Design wtr_write_arbiter, sky130hd; sources not shown.
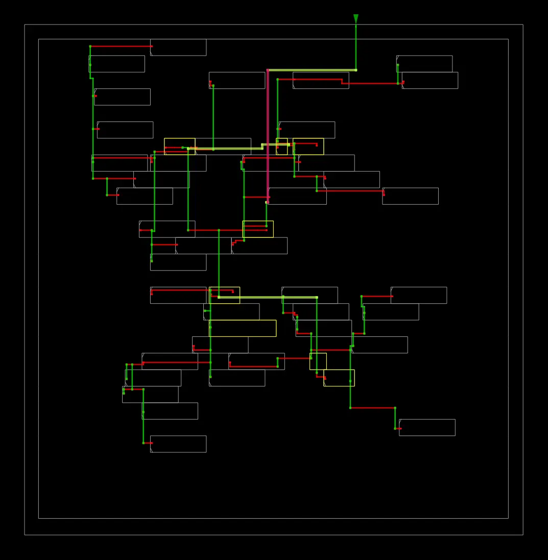
*Clock routing, run 1*
registers: 40
clk sinks: 40
Num CTS Buffers: 5
Latency at later pin: 0.29 ns

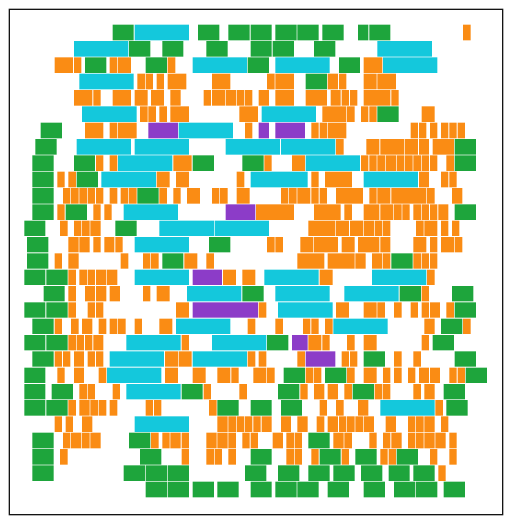
*Cells colored by class, run 1*
Drawn at 6 px/µm.
Key: cyan = sequential cells [cells 40]; orange = combinational and other logic [cells 350]; purple = clock drivers and dummy loads [cells 8]; green = remaining buffers and delay cells [cells 109]
Seq/total area: 25.1%
post-layout util: 65.5%
Final Cell Area: 3990 µm²
Core Box Area: 6100 µm²
Cell Rows: 29

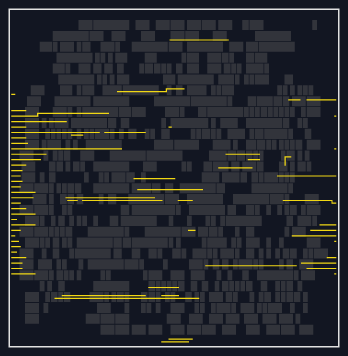
*The metal 3 layer, run 1*
Drawn at 4 px/µm.
61 nets have wire on it. The longest straight run is 35.9 µm. The wires run mostly horizontal. The layer holds 6.7% of the routed length.
final WL: 7.50 mm
met3 Resource Use GR: 4.55%
via total after detailed routing: 2891

==> impl_metrics.json, run 1 <==
{
  "mux_share_pct": 0,
  "peakVddDrop_v": 0.000376,
  "met1_length_mm": 3.28,
  "warnings": 32,
  "ys_warn_count": 0,
  "fin_nets": 582,
  "comb_share_pct": 36.0,
  "wl_met2_mm": 3.63,
  "nClkBuffers": 5,
  "dpl.hpwl_mm": 5.43,
  "drtIter0Drc": 125,
  "status": "complete, no violations",
  "area_delta_synth_final_pct": 41.4,
  "finalWorstSetupSlack_ns": 1.76,
  "timing.critical_path.required_ns": 6.04,
  "drv_cap": 0,
  "dieArea_um2": 6890,
  "p_int_w": 0.000819,
  "grt-busiest-layer": "met2",
  "postRouteAntennaNets": 0,
  "post-place-ws_ns": 1.79,
  "pwr-share-clk_pct": 9.0,
  "comb-power_w": 0.00137,
  "common_cells": "nand2_1, inv_1, nand3_1, dfrtp_1, nand4_1",
  "drc": 0,
  "inverters": 68,
  "final-hold-violation-count": 0,
  "lay_top_cells": "nand2_1, clkdlybuf4s50_1, inv_1",
  "highest_layer": "met4",
  "critical_path_class": "in2out",
  "path_delay_family": "buffers and inverters",
  "synthCells": 410,
  "wl_per_cell_um": 12.8,
  "nonClkBufAreaFrac_pct": 27.2,
  "fin_crit_sh_pct": 77.5,
  "comb_area_um2": 1440,
  "min_period_ns": 6.04,
  "use_met2_pct": 36.6,
  "dpl-instance-area_um2": 3880,
  "clock_cell_area_share_pct": 2.79,
  "simple_gate_area_share_pct": 42.2,
  "syn_area_um2": 2820,
  "cp_cell_sequence": "clkdlybuf4s50_1, inv_1, nand2_1, nand3_1, nand2_1, nand2_1, nand2_1, nand2_2, nand2_2, nand2_4, inv_1, clkdlybuf4s50_1",
  "rsz0062_at_grt": "no"
}
==> run 2, diff against run 1 <==
- ABC_CLOCK_PERIOD_IN_PS: 7800 -> 5100
- CORE_AREA: 2 2 80 82 -> 2 2 88 90
- DIE_AREA: 0 0 82 84 -> 0 0 90 92
- clock period: 7.8 -> 5.1 ns (I/O delays scaled with it)
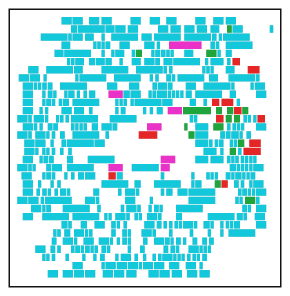
*Sizing map, run 2*
Drawn at 3 px/µm.
Key: cyan = _0 and _1 cells [cells 476]; magenta = _6 and larger [cells 7]; green = _2 cells [cells 16]; red = _3 and _4 cells [cells 12]
Layout area overhead: 43.6%
Final Cell Area: 4050 µm²
final setup margin: 0.755 ns
nonclk buf count: 113

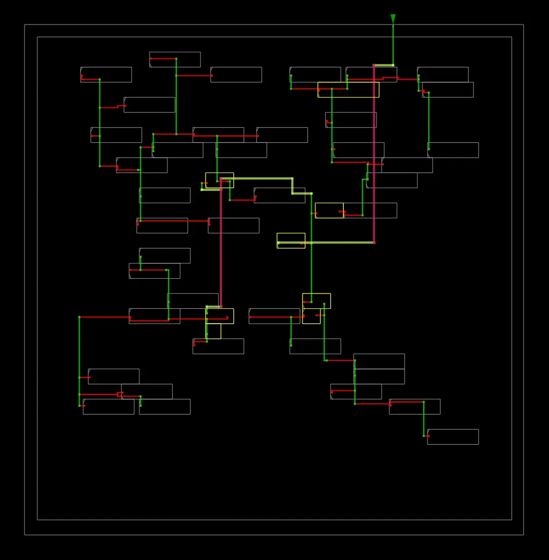
*Clock routing, run 2*
clock buf count: 5
clk pwr: 0.000266 W

==> impl_metrics.json, run 2 <==
{
  "flops": 40,
  "seq_area_share_pct": 24.7,
  "pwr-share-clk_pct": 9.1,
  "p_int_w": 0.00127,
  "comb_share_pct": 35.4,
  "dpl-instance-area_um2": 3940,
  "drtIter0Drc": 177,
  "peakVddDrop_v": 0.000398,
  "syn_area_um2": 2820,
  "drc": 0,
  "timing.critical_path.required_ns": 3.88,
  "min_period_ns": 4.34,
  "fin_crit_sh_pct": 85.2,
  "fin_nets": 586,
  "comb-power_w": 0.00212,
  "dr_total_vias": 2938,
  "wl_met2_mm": 3.97,
  "post-place-ws_ns": 0.773,
  "use_met2_pct": 34.8,
  "synthCells": 410,
  "nonClkBufAreaFrac_pct": 27.5,
  "post-route-util_pct": 54.4,
  "mux_share_pct": 0,
  "postRouteAntennaNets": 0,
  "clock_cell_area_share_pct": 2.84,
  "drv_cap": 0,
  "common_cells": "nand2_1, inv_1, nand3_1, dfrtp_1, nand4_1",
  "cts_buffers": 5,
  "cp_cell_sequence": "clkdlybuf4s50_1, inv_1, nand2_1, nand3_1, nand2_1, nor2_4, nand3_1, nand3_1, nand2_2, inv_1, clkdlybuf4s50_1",
  "dieArea_um2": 8280,
  "cts.sinks": 40,
  "worst_skew_pair.late_latency_ns": 0.29,
  "highest_layer": "met4",
  "critical_path_class": "in2out",
  "dpl.hpwl_mm": 5.63,
  "routed_wirelength_mm": 7.96,
  "ys_warn_count": 0,
  "wl_per_cell_um": 13.0,
  "rsz0062_at_grt": "no",
  "met1_length_mm": 3.49,
  "status": "complete, no violations"
}
No activity file was given, so power comes from the tool's default toggle rates.
